**Run 1: signal wires on met1**

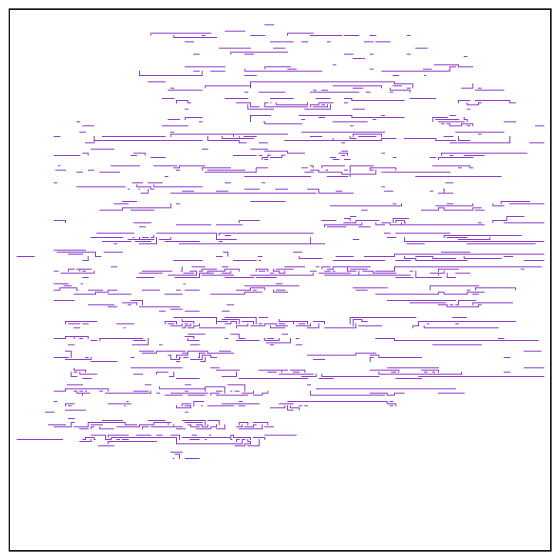
**Run 1: metal 2**

Cells faint in the background.
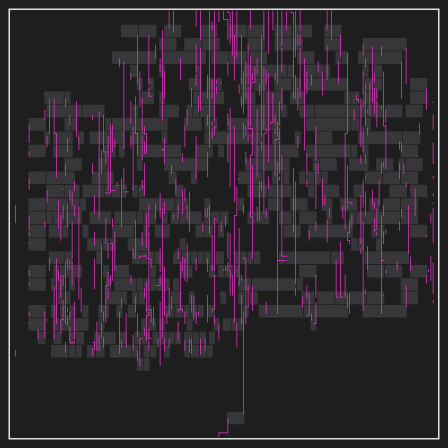
**Run 1: placement view**

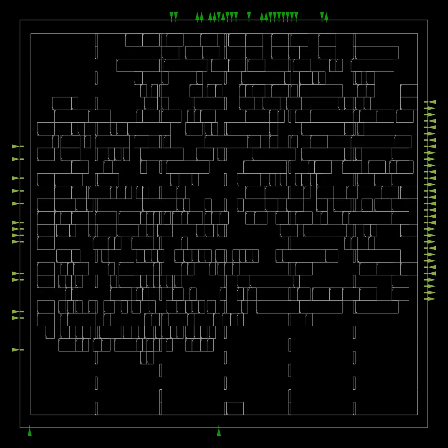
**Run 1: where the registers sit**

Other sequential cells in the stronger gray, the rest of the logic in the fainter gray.
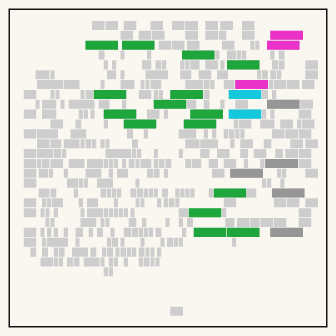
--- config.mk ---
export PLATFORM = sky130hd
export DESIGN_NAME = vga_vram_arbiter_flat
export DESIGN_NICKNAME = d
export VERILOG_FILES = /design/src/rtl/vga_vram_arbiter_pkg.sv /design/src/rtl/vga_vram_arbiter_if.sv /design/src/rtl/vga_addr_gen.sv /design/src/rtl/vga_vram_arbiter.sv /design/src/flat_wrapper.sv
export SDC_FILE = /design/constraint.sdc
export NUM_CORES = 1
export LEC_CHECK = 0
export ABC_AREA = 1
export CORE_MARGIN = 2
export CORE_UTILIZATION = 30
export DETAILED_ROUTE_END_ITERATION = 10
export SLEW_MARGIN = 20
export SYNTH_ARGS = -nofsm -noshare
export SYNTH_HDL_FRONTEND = slang
export SYNTH_HIERARCHICAL = 1
export SYNTH_SLANG_ARGS = --single-unit
--- constraint.sdc ---
create_clock -name reloj -period 4.5 [get_ports reloj]
set_input_delay 0.9 -clock reloj [delete_from_list [all_inputs] [get_ports reloj]]
set_output_delay 0.9 -clock reloj [all_outputs]
set_load 0.005 [all_outputs]
--- src/rtl/vga_vram_arbiter_pkg.sv ---
// Shared constants, pixel type and arbiter state encoding for the VGA VRAM path.
package vga_pkg;

   localparam int H_ACTIVE = 640;
   localparam int V_ACTIVE = 480;
   localparam int H_OFFSET = 49;
   localparam int V_OFFSET = 34;
   localparam int ADDR_W   = 15;
   localparam int DATA_W   = 3;

   typedef logic [DATA_W-1:0] pixel_t;

   typedef enum logic [1:0] {
      IDLE     = 2'd0,
      DISP_RD  = 2'd1,
      DISP_CAP = 2'd2,
      WR       = 2'd3
   } arb_state_e;

   // Number of framebuffer cells per scan line after downscaling.
   function automatic int cells_per_line(input int shift);
      return H_ACTIVE >> shift;
   endfunction

endpackage

--- src/rtl/vga_vram_arbiter_if.sv ---
// Bus between the counter block / writer / VRAM / RGB stage and the VRAM arbiter.
interface vga_vram_arbiter_if #(
   parameter int ADDR_W = vga_pkg::ADDR_W,
   parameter int DATA_W = vga_pkg::DATA_W
);
   logic              pix_tick;
   logic [9:0]        qh;
   logic [9:0]        qv;
   logic              h_on;
   logic              v_on;
   logic              wr_req;
   logic [ADDR_W-1:0] wr_addr;
   logic [DATA_W-1:0] wr_data;
   logic              wr_ack;
   logic [ADDR_W-1:0] mem_addr;
   logic              mem_we;
   logic [DATA_W-1:0] mem_wdata;
   logic [DATA_W-1:0] mem_rdata;
   logic [DATA_W-1:0] pix_data;
   logic              pix_valid;

   // wr_req sampled at the end of the wr_ack cycle is taken as a new request.
   modport slave (
      input  pix_tick, qh, qv, h_on, v_on,
      input  wr_req, wr_addr, wr_data, mem_rdata,
      output wr_ack, mem_addr, mem_we, mem_wdata, pix_data, pix_valid
   );

   modport master (
      output pix_tick, qh, qv, h_on, v_on,
      output wr_req, wr_addr, wr_data, mem_rdata,
      input  wr_ack, mem_addr, mem_we, mem_wdata, pix_data, pix_valid
   );
endinterface

--- src/rtl/vga_addr_gen.sv ---
// Registered (qh, qv) to framebuffer-cell address mapper with a direct-load path.
module vga_addr_gen #(
   parameter int ADDR_W   = vga_pkg::ADDR_W,
   parameter int SHIFT    = 2,
   parameter int H_OFFSET = vga_pkg::H_OFFSET,
   parameter int V_OFFSET = vga_pkg::V_OFFSET
) (
   input  logic              clk,
   input  logic              rst,
   input  logic              i_load_xy,
   input  logic              i_load_addr,
   input  logic [9:0]        i_qh,
   input  logic [9:0]        i_qv,
   input  logic [ADDR_W-1:0] i_addr,
   output logic [ADDR_W-1:0] o_addr
);
   import vga_pkg::*;

   localparam int COLS = cells_per_line(SHIFT);

   logic [9:0]        w_dx;
   logic [9:0]        w_dy;
   logic [ADDR_W-1:0] w_map;
   logic [ADDR_W-1:0] r_addr;

   // Unsigned wrap-around is fine: callers only map coordinates inside the active area.
   assign w_dx  = i_qh - 10'(H_OFFSET);
   assign w_dy  = i_qv - 10'(V_OFFSET);
   assign w_map = ADDR_W'(32'(w_dy >> SHIFT) * 32'(COLS) + 32'(w_dx >> SHIFT));

   always_ff @(posedge clk or posedge rst) begin
      if (rst) begin
         r_addr <= '0;
      end else if (i_load_addr) begin
         r_addr <= i_addr;
      end else if (i_load_xy) begin
         r_addr <= w_map;
      end
   end

   assign o_addr = r_addr;

endmodule

--- src/rtl/vga_vram_arbiter.sv ---
// Single-port VRAM arbiter: display reads always win, writer fills free slots.
// Build option: VGA_ARB_BLANK_WR_ONLY_EN restricts write grants to vertical blanking.
//
// state    | meaning
// ---------+------------------------------------------------------------
// IDLE     | no memory access; arbitrates tick / write request
// DISP_RD  | display read address on the bus; ticks here are ignored
// DISP_CAP | read data valid, captured into pix_data; arbitrates
// WR       | write strobe on the bus, wr_ack high; arbitrates
module vga_vram_arbiter #(
   parameter int ADDR_W   = vga_pkg::ADDR_W,
   parameter int DATA_W   = vga_pkg::DATA_W,
   parameter int SHIFT    = 2,
   parameter int H_OFFSET = vga_pkg::H_OFFSET,
   parameter int V_OFFSET = vga_pkg::V_OFFSET
) (
   input  logic                reloj,
   input  logic                resetM,
   vga_vram_arbiter_if.slave   bus
);
   import vga_pkg::*;

   arb_state_e        r_state;
   arb_state_e        w_next;
   logic              w_active;
   logic              w_arb;
   logic              w_disp;
   logic              w_blank_tick;
   logic              w_wr_ok;
   logic              w_go_rd;
   logic              w_go_wr;
   logic              r_mem_we;
   logic              r_wr_ack;
   logic              r_pix_valid;
   logic [DATA_W-1:0] r_mem_wdata;
   logic [DATA_W-1:0] r_pix_data;
   logic [ADDR_W-1:0] w_mem_addr;

   assign w_active     = bus.h_on & bus.v_on;
   assign w_arb        = (r_state != DISP_RD);
   assign w_disp       = bus.pix_tick & w_active;
   assign w_blank_tick = bus.pix_tick & ~w_active & w_arb;

`ifdef VGA_ARB_BLANK_WR_ONLY_EN
   assign w_wr_ok = bus.wr_req & ~bus.v_on;
`else
   assign w_wr_ok = bus.wr_req;
`endif

   always_comb begin
      w_next = IDLE;
      case (r_state)
         DISP_RD: w_next = DISP_CAP;
         default: begin
            if (w_disp) begin
               w_next = DISP_RD;
            end else if (w_wr_ok) begin
               w_next = WR;
            end else begin
               w_next = IDLE;
            end
         end
      endcase
   end

   always_ff @(posedge reloj or posedge resetM) begin
      if (resetM) begin
         r_state <= IDLE;
      end else begin
         r_state <= w_next;
      end
   end

   assign w_go_rd = (w_next == DISP_RD);
   assign w_go_wr = (w_next == WR);

   // Outputs are registered off the next state so they line up with the state they describe.
   always_ff @(posedge reloj or posedge resetM) begin
      if (resetM) begin
         r_mem_we    <= 1'b0;
         r_wr_ack    <= 1'b0;
         r_mem_wdata <= '0;
         r_pix_data  <= '0;
         r_pix_valid <= 1'b0;
      end else begin
         r_mem_we <= w_go_wr;
         r_wr_ack <= w_go_wr;
         if (w_go_wr) begin
            r_mem_wdata <= bus.wr_data;
         end
         if (r_state == DISP_CAP) begin
            r_pix_data  <= bus.mem_rdata;
            r_pix_valid <= 1'b1;
         end else if (w_blank_tick) begin
            r_pix_data  <= '0;
            r_pix_valid <= 1'b1;
         end else begin
            r_pix_valid <= 1'b0;
         end
      end
   end

   vga_addr_gen #(
      .ADDR_W   (ADDR_W),
      .SHIFT    (SHIFT),
      .H_OFFSET (H_OFFSET),
      .V_OFFSET (V_OFFSET)
   ) u_addr_gen (
      .clk         (reloj),
      .rst         (resetM),
      .i_load_xy   (w_go_rd),
      .i_load_addr (w_go_wr),
      .i_qh        (bus.qh),
      .i_qv        (bus.qv),
      .i_addr      (bus.wr_addr),
      .o_addr      (w_mem_addr)
   );

   assign bus.mem_addr  = w_mem_addr;
   assign bus.mem_we    = r_mem_we;
   assign bus.mem_wdata = r_mem_wdata;
   assign bus.wr_ack    = r_wr_ack;
   assign bus.pix_data  = r_pix_data;
   assign bus.pix_valid = r_pix_valid;

endmodule

--- src/flat_wrapper.sv ---
// flat-port wrapper written by rule: the top's interface ports become plain ports
module vga_vram_arbiter_flat import vga_pkg::*;
#(
   parameter int ADDR_W   = vga_pkg::ADDR_W,
   parameter int DATA_W   = vga_pkg::DATA_W,
   parameter int SHIFT    = 2,
   parameter int H_OFFSET = vga_pkg::H_OFFSET,
   parameter int V_OFFSET = vga_pkg::V_OFFSET
)
  (reloj, resetM, bus_pix_tick, bus_qh, bus_qv, bus_h_on, bus_v_on, bus_wr_req, bus_wr_addr, bus_wr_data, bus_mem_rdata, bus_wr_ack, bus_mem_addr, bus_mem_we, bus_mem_wdata, bus_pix_data, bus_pix_valid);
  vga_vram_arbiter_if #(.ADDR_W(ADDR_W), .DATA_W(DATA_W)) bus_i ();
  input  logic reloj;
  input  logic resetM;
  input wire logic [$bits(bus_i.pix_tick)-1:0] bus_pix_tick;
  input wire logic [$bits(bus_i.qh)-1:0] bus_qh;
  input wire logic [$bits(bus_i.qv)-1:0] bus_qv;
  input wire logic [$bits(bus_i.h_on)-1:0] bus_h_on;
  input wire logic [$bits(bus_i.v_on)-1:0] bus_v_on;
  input wire logic [$bits(bus_i.wr_req)-1:0] bus_wr_req;
  input wire logic [$bits(bus_i.wr_addr)-1:0] bus_wr_addr;
  input wire logic [$bits(bus_i.wr_data)-1:0] bus_wr_data;
  input wire logic [$bits(bus_i.mem_rdata)-1:0] bus_mem_rdata;
  output wire logic [$bits(bus_i.wr_ack)-1:0] bus_wr_ack;
  output wire logic [$bits(bus_i.mem_addr)-1:0] bus_mem_addr;
  output wire logic [$bits(bus_i.mem_we)-1:0] bus_mem_we;
  output wire logic [$bits(bus_i.mem_wdata)-1:0] bus_mem_wdata;
  output wire logic [$bits(bus_i.pix_data)-1:0] bus_pix_data;
  output wire logic [$bits(bus_i.pix_valid)-1:0] bus_pix_valid;
  assign bus_i.pix_tick = bus_pix_tick;
  assign bus_i.qh = bus_qh;
  assign bus_i.qv = bus_qv;
  assign bus_i.h_on = bus_h_on;
  assign bus_i.v_on = bus_v_on;
  assign bus_i.wr_req = bus_wr_req;
  assign bus_i.wr_addr = bus_wr_addr;
  assign bus_i.wr_data = bus_wr_data;
  assign bus_i.mem_rdata = bus_mem_rdata;
  assign bus_wr_ack = bus_i.wr_ack;
  assign bus_mem_addr = bus_i.mem_addr;
  assign bus_mem_we = bus_i.mem_we;
  assign bus_mem_wdata = bus_i.mem_wdata;
  assign bus_pix_data = bus_i.pix_data;
  assign bus_pix_valid = bus_i.pix_valid;
  vga_vram_arbiter #(.ADDR_W(ADDR_W), .DATA_W(DATA_W), .SHIFT(SHIFT), .H_OFFSET(H_OFFSET), .V_OFFSET(V_OFFSET)) u_core (.reloj(reloj), .resetM(resetM), .bus(bus_i));
endmodule
==> results.toml, run 1 <==
# flow metrics
[place]
hpwl_mm = 4.09
placed_cell_area_sq_mm = 0.00285
portBuffers = 69
place_ws_ns = 0.447

[pwr]
ir_drop_mv = 0.108
power_switching_w = 0.000278
power.total_w = 0.000789
p_comb_w = 0.000370
p_int_w = 0.000511
p_comb_share_pct = 47.0
powerClk_w = 0.000134
power-top-group = "combinational logic"
p_clk_share_pct = 17.0

[clock_network]
clk_path_buf_depth = 2
root_buffer = "clkbuf_8"
post_cts_buffers = 0
htree_levels = 1
cts_hold_buf = 0
clk_latency_ns = 0.26
post_cts_resize_count = 0

[finish]
comb_cells = 216
buf_share_pct = 23.8
final-comb-area_sq_mm = 0.00126
antenna_cells = 0
design_area_sq_mm = 0.00290
nets = 422
clkbuf_count = 3
clk_share_pct = 1.68
drive_gt1_share_pct = 9.17
sh_comb_area_pct = 43.5
largest_reg_flops = 15
dominant_cells = "multi-input combinational cells"
signal_buffers = 69
inverters = 46

[hold_path]
holdPathStages = 2
hp-class = "register to register"

[synthesis]
synth_cell_types = 33
edf_count = 0
top_cells_by_count = "nand2_1 (89), inv_1 (39), nand3_1 (26)"
yosys.area.top_type = "dfrtp_1"
syn-instance-count = 291
synth_seq_share_pct = 30.1
top_cell = "nand2_1"
yosysCellCount = 291
syn-cell-area_sq_mm = 0.00208
synth.top_cell.area_share_pct = 30.1
numSynthFlops = 25
area_leaders = "dfrtp_1 (30%), nand2_1 (16%), ha_1 (7.2%), inv_1 (7.0%), nand3_1 (6.3%)"
postSynthAreaPerCell_sq_um = 7.14

[detailed_routing]
ant_nets = 0
drc = 0
drt_iter0_markers = 50
wl_per_cell_um = 11.0

[outcome]
status = "finished clean"

[timing]
timing_hold_violations_final = 0
finalWorstSetupSlack_ns = 0.741
rsz0062_at_grt = "no"
slew_violations = 0
setup_viol = 0
min_period_ns = 3.76
period_used_pct = 83.5
finalSetupTns_ns = 0
worst_hold_slack_ns = 0.477
slew_headroom_pct = 27.7

[grt]
grt_usage_pct = 13.1
antenna_found_initial = 0
grt_max_degree = 20
grt_overflow = 0

[die]
dieWidth_um = 87.2
die_h_um = 87.2
die_area_sq_mm = 0.00761
num_io_pins = 71
core_area_sq_mm = 0.00676

[worst_setup_path]
r2r-end = "u_core/u_addr_gen/o_addr[1]"
r2r_slack_ns = 2.15
path_class = "input pin to register"
crit_start = "bus_qv[1]"
cp.required_ns = 4.66
path_max_fanout = 3
worstSetupEndpoint = "u_core/u_addr_gen/o_addr[14]"

[run]
drv_cap = 0
warning_count = 27
Back to the opening pictures, 'signal wires on met1':
- share of all routed wire: 48%
- longest straight run: 24.1 um
- nets with wire on the layer: 373
- wire length on this layer: 2330 um
- main direction: horizontal
via count: 2019
GRT met1 Usage: 18.9%
drt total wl: 4.86 mm

Back to the opening pictures, 'metal 2':
- longest straight run: 30.9 um
- nets with wire on the layer: 331
- wire length on this layer: 2170 um
- share of all routed wire: 45%

Back to the opening pictures, 'placement view':
tap cells: 80
registers: 25
num rows: 30

Back to the opening pictures, 'where the registers sit':
- cyan: u_core/r_state (sequential cells 2)
- green: u_core/u_addr_gen/o_addr (sequential cells 15)
- magenta: u_core/bus.pix_data (sequential cells 3)
- not colored: 5
post-layout util: 42.9%
P_seq: 0.000284 W
Seq/total area: 21.6%
Seq. cell area: 626 sq um

[run 1: critical path, stage by stage]
cell and delay (ns):
clkdlybuf4s50_1 0.47, inv_1 0.06, ha_1 0.23, xnor2_1 0.28
inv_1 0.12, ha_1 0.29, ha_1 0.19, inv_1 0.06
fa_1 0.43, xnor2_1 0.26, nand3_1 0.17, inv_1 0.08
nand3_1 0.09, nor2_1 0.10, nand2_1 0.05, nand3_1 0.07
nand2_1 0.05
[run 1: metal layers]
| layer | global-route usage [%] | wire length (um) | up-vias | part of all wire [%] |
|---|---|---|---|---|
| li1 | - | - | 1067 | - |
| met1 | 18.9 | 2330 | 886 | 48 |
| met2 | 21.2 | 2170 | 62 | 45 |
| met3 | 1.99 | 340 | 4 | 7.0 |
| met4 | 2.10 | 16 | 0 | 0.33 |
| met5 | 0 | 0 | - | 0 |
[run 1: cells by family (layout without fill, tap and decap cells)]
kind of cell    after synthesis  count (layout)  synth area share (%)
xor+xnor                     10              10                  4.94
compound gates               32              32                  9.69
fa+ha+maj                    14              14                  9.15
flops                        25              25                  30.1
buf+inv                      50             119                  9.33
simple gates                160             160                  36.8
[run 1: cell usage in the layout, fill, tap and decap left out]
cell type,n
nand3_2,4
clkdlybuf4s50_1,69
nor2_2,4
xnor2_1,3
dfrtp_1,25
o21ai_1,2
xor2_1,5
nor2_8,1
clkinvlp_4,1
inv_2,7
xor2_2,1
nor2_1,21
a22oi_1,6
o21ai_0,5
or2_4,1
nand2_1,89
a21oi_1,10
o311ai_1,1
nor2_4,1
nand4_1,5
fa_1,2
nand2_2,1
nor3_1,1
nand3_1,26
o31ai_1,1
nand3_4,1
inv_1,39
clkbuf_8,3
xnor2_2,1
a21oi_2,2
nand2_4,5
ha_1,12
o211ai_1,5
==> inputs of run 2 (changes only) <==
==> constraint.sdc (replaced) <==
create_clock -name reloj -period 3.95 [get_ports reloj]
set_input_delay 0.79 -clock reloj [delete_from_list [all_inputs] [get_ports reloj]]
set_output_delay 0.79 -clock reloj [all_outputs]
set_load 0.005 [all_outputs]
**Run 2: metal 2**

Cells faint in the background.
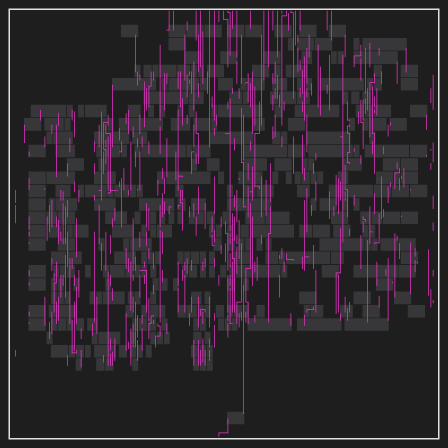
drt total wl: 4.89 mm
met2 Use GR: 21.7%

**Run 2: cell density map**

9 x 9 tiles, from white (low) to dark blue (high), 0 to 100% covered.
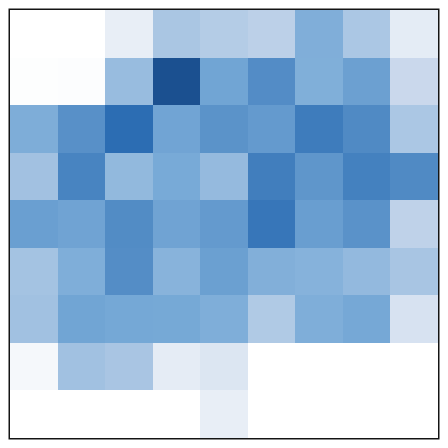
- emptiest ninth of the die: south-east
- tiles over 75% full: 2.5%
- nearly empty tiles: 20%
- mean over tiles: 37%
- fullest tile: 87%
Pre-Place Util: 30.8%
post-layout util: 43.1%

==> run 2 against run 1 <==
  * Clock-buffer cell count stayed put
  * Design area is 0.52% higher
  * First-iteration DRC count is 52% higher
  * Flip-flop count stayed put
  * Synthesized cell count stayed put
  * Register-to-register slack better by 0.04 ns
  * Synthesized area stayed put
  * Largest power group unchanged
  * Largest cell class unchanged
  * Combinational power is 15% higher
  * Clock power is 15% higher
==> results.toml, run 2 <==
# flow metrics
[outcome]
status = "finished clean"

[clock_network]
post_cts_resize_count = 0
clk_path_buf_depth = 2
tritoncts = "built"
cts_sinks = 25
htree_levels = 1
root_buffer = "clkbuf_8"
cts.clk_slew.worst_paths_ns = 0.09
cts_hold_buf = 0
clk_latency_ns = 0.27
cts_buffers = 3
post_cts_buffers = 0

[finish]
lay_top_cells = "nand2_1 (89), clkdlybuf4s50_1 (69), inv_1 (39)"
antenna_cells = 0
design_area_sq_mm = 0.00291
final_cell_count_no_fill = 442
syn_to_final_growth_pct = 40.1
largest_reg_flops = 15
lay_top_count = "nand2_1"
nets = 424
fillers = 704
drive_gt1_share_pct = 9.67

[synthesis]
postSynthAreaPerCell_sq_um = 7.14
syn-instance-count = 291
ys_sh_aoi_pct = 9.69
synth_warnings = 6
synth_adder_area_share_pct = 9.15
yosysCellCount = 291
ys_sh_simple_pct = 36.8
yosys.area.top_type = "dfrtp_1"
logic_family = "simple AND/OR/NAND/NOR gates"
numSynthFlops = 25
syn-cell-area_sq_mm = 0.00208
async_reset_ff_share_pct = 100
syn_nets = 352
yosysChipArea_sq_mm = 0.00208
ys_sh_mux_pct = 0
top_cell = "nand2_1"
top_cells_by_count = "nand2_1 (89), inv_1 (39), nand3_1 (26)"
synth_seq_share_pct = 30.1
synth.top_cell.area_share_pct = 30.1
synth_cell_types = 33
edf_count = 0
ys_sh_xor_pct = 4.94
ff_type = "dfrtp_1"
area_leaders = "dfrtp_1 (30%), nand2_1 (16%), ha_1 (7.2%), inv_1 (7.0%), nand3_1 (6.3%)"

[pwr]
powerDensity_mw_per_mm2 = 310
power.total_w = 0.000902
leakage_nw = 1.45
ir_drop_mv = 0.136

[timing]
worst_hold_slack_ns = 0.476
fin_worst_skew_ns = 0.00749
finalWorstSetupSlack_ns = 0.278
min_period_ns = 3.67
finalSetupTns_ns = 0
period_used_pct = 93.0
timing_hold_violations_final = 0
max_freq_ghz = 0.272
slew_headroom_pct = 60.3
worst_pin_slew_ns = 0.593
setup_viol = 0
rsz0062_at_grt = "no"
slew_violations = 0

[detailed_routing]
drt_iter0_markers = 76
viasPerCell = 4.59
ant_nets = 0
wl_per_cell_um = 11.1
drc = 0
vias = 2028
drt_pass1_iterations = 4

[die]
die_h_um = 87.2
die_area_sq_mm = 0.00761
row_count = 30
dieWidth_um = 87.2
num_io_pins = 71
core_area_sq_mm = 0.00676

[place]
globalplace.congestion = 0.812
hpwl_mm = 4.18
dpl.cell_count = 438
placed_cell_area_sq_mm = 0.00286
place_ws_ns = 0.000193
portBuffers = 69

[hold_path]
holdPathStages = 2
min-delay-start = "u_core/bus.mem_wdata[0]"
hp-class = "register to register"
holdPathEnd = "u_core/bus.mem_wdata[0]"

[grt]
grt_pass1_vias = 1875
antenna_found_initial = 0
grt_first_pass_wirelength_mm = 7.88
grt_max_degree = 19
grt_overflow = 0
grt_usage_pct = 12.6

[worst_setup_path]
r2r_slack_ns = 2.19
r2r_cells = 8
path_class = "input pin to register"
crit_path_frequent_cell = "inv_1"
slowest_delay_ns = 0.47
path_max_fanout = 3
cp.required_ns = 4.11
worstSetupEndpointType = "register"
r2r_start = "u_core/r_state[1]"
cp_cell_sequence = "clkdlybuf4s50_1, inv_1, ha_1, xnor2_1, inv_1, ha_1, ha_1, inv_1, fa_1, xnor2_1, nand3_1, inv_1, nand3_1, nor2_1, nand2_1, nand3_1, nand2_1"
crit_path_start_kind = "input pin"
r2r-end = "u_core/u_addr_gen/o_addr[10]"
critical_path_arrival_ns = 3.83
slowest_stage = "clkdlybuf4s50_1"

[run]
drv_cap = 0
warning_count = 27
**Run 2: where the registers sit**

Other sequential cells in the stronger gray, the rest of the logic in the fainter gray.
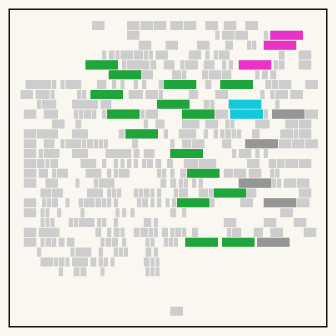
- cyan: u_core/r_state (sequential cells 2)
- magenta: u_core/bus.pix_data (sequential cells 3)
- green: u_core/u_addr_gen/o_addr (sequential cells 15)
- not colored: 5

[run 2: cell families after synthesis]
family                   count (synthesis)
AND-OR/OR-AND                           32
flip-flops                              25
AND/OR/NAND/NOR                        160
XOR/XNOR                                10
buffers and inverters                   50
adder cells (fa/ha/maj)                 14
[run 2: metal layers]
layer | track usage, % | part of all wire [%]
met5 | 0 | 0
met4 | 2.52 | 0.31
met3 | 2.09 | 5.8
met2 | 21.7 | 46
met1 | 16.8 | 48
[run 2: area by class of cell]
class	instances	area, sq um	area share, %
clock inverter	1	7.51	0.258
clock buffer	3	41.3	1.42
tap	80	100	3.44
inverter	46	173	5.93
multi-input combinational	216	1260	43.2
sequential	25	626	21.5
timing repair buffer	71	706	24.2
[run 2: where the power goes]
group | leakage (nW) | internal (W) | switching, W | total (W)
Clock | 0.0217 | 0.0000714 | 0.0000828 | 0.000154
Combinational | 1.12 | 0.000213 | 0.000212 | 0.000426
Sequential | 0.307 | 0.000299 | 0.0000233 | 0.000323
[run 2: critical path, delay by kind of cell]
kind,cells,cell delay [ns]
fa+ha+maj,4,1.14
simple gates,6,0.55
buf+inv,5,0.80
xor+xnor,2,0.55
[run 2: worst max-delay path by stage]
| stage | startpoint | end | slack (ns) |
|---|---|---|---|
| 3_5_place_dp | bus_qv[1] | u_core/u_addr_gen/o_addr[14] | 0.0002 |
| 3_3_place_gp | bus_qv[1] | u_core/u_addr_gen/o_addr[14] | 0.07 |
| 2_1_floorplan | bus_qv[1] | u_core/u_addr_gen/o_addr[14] | 0.83 |
| 6_report | bus_qv[1] | u_core/u_addr_gen/o_addr[14] | 0.28 |
| 4_1_cts | bus_qv[1] | u_core/u_addr_gen/o_addr[14] | 0.28 |
| 5_1_grt | bus_qv[2] | u_core/u_addr_gen/o_addr[13] | 0.04 |
Power and IR drop assume default switching activity.
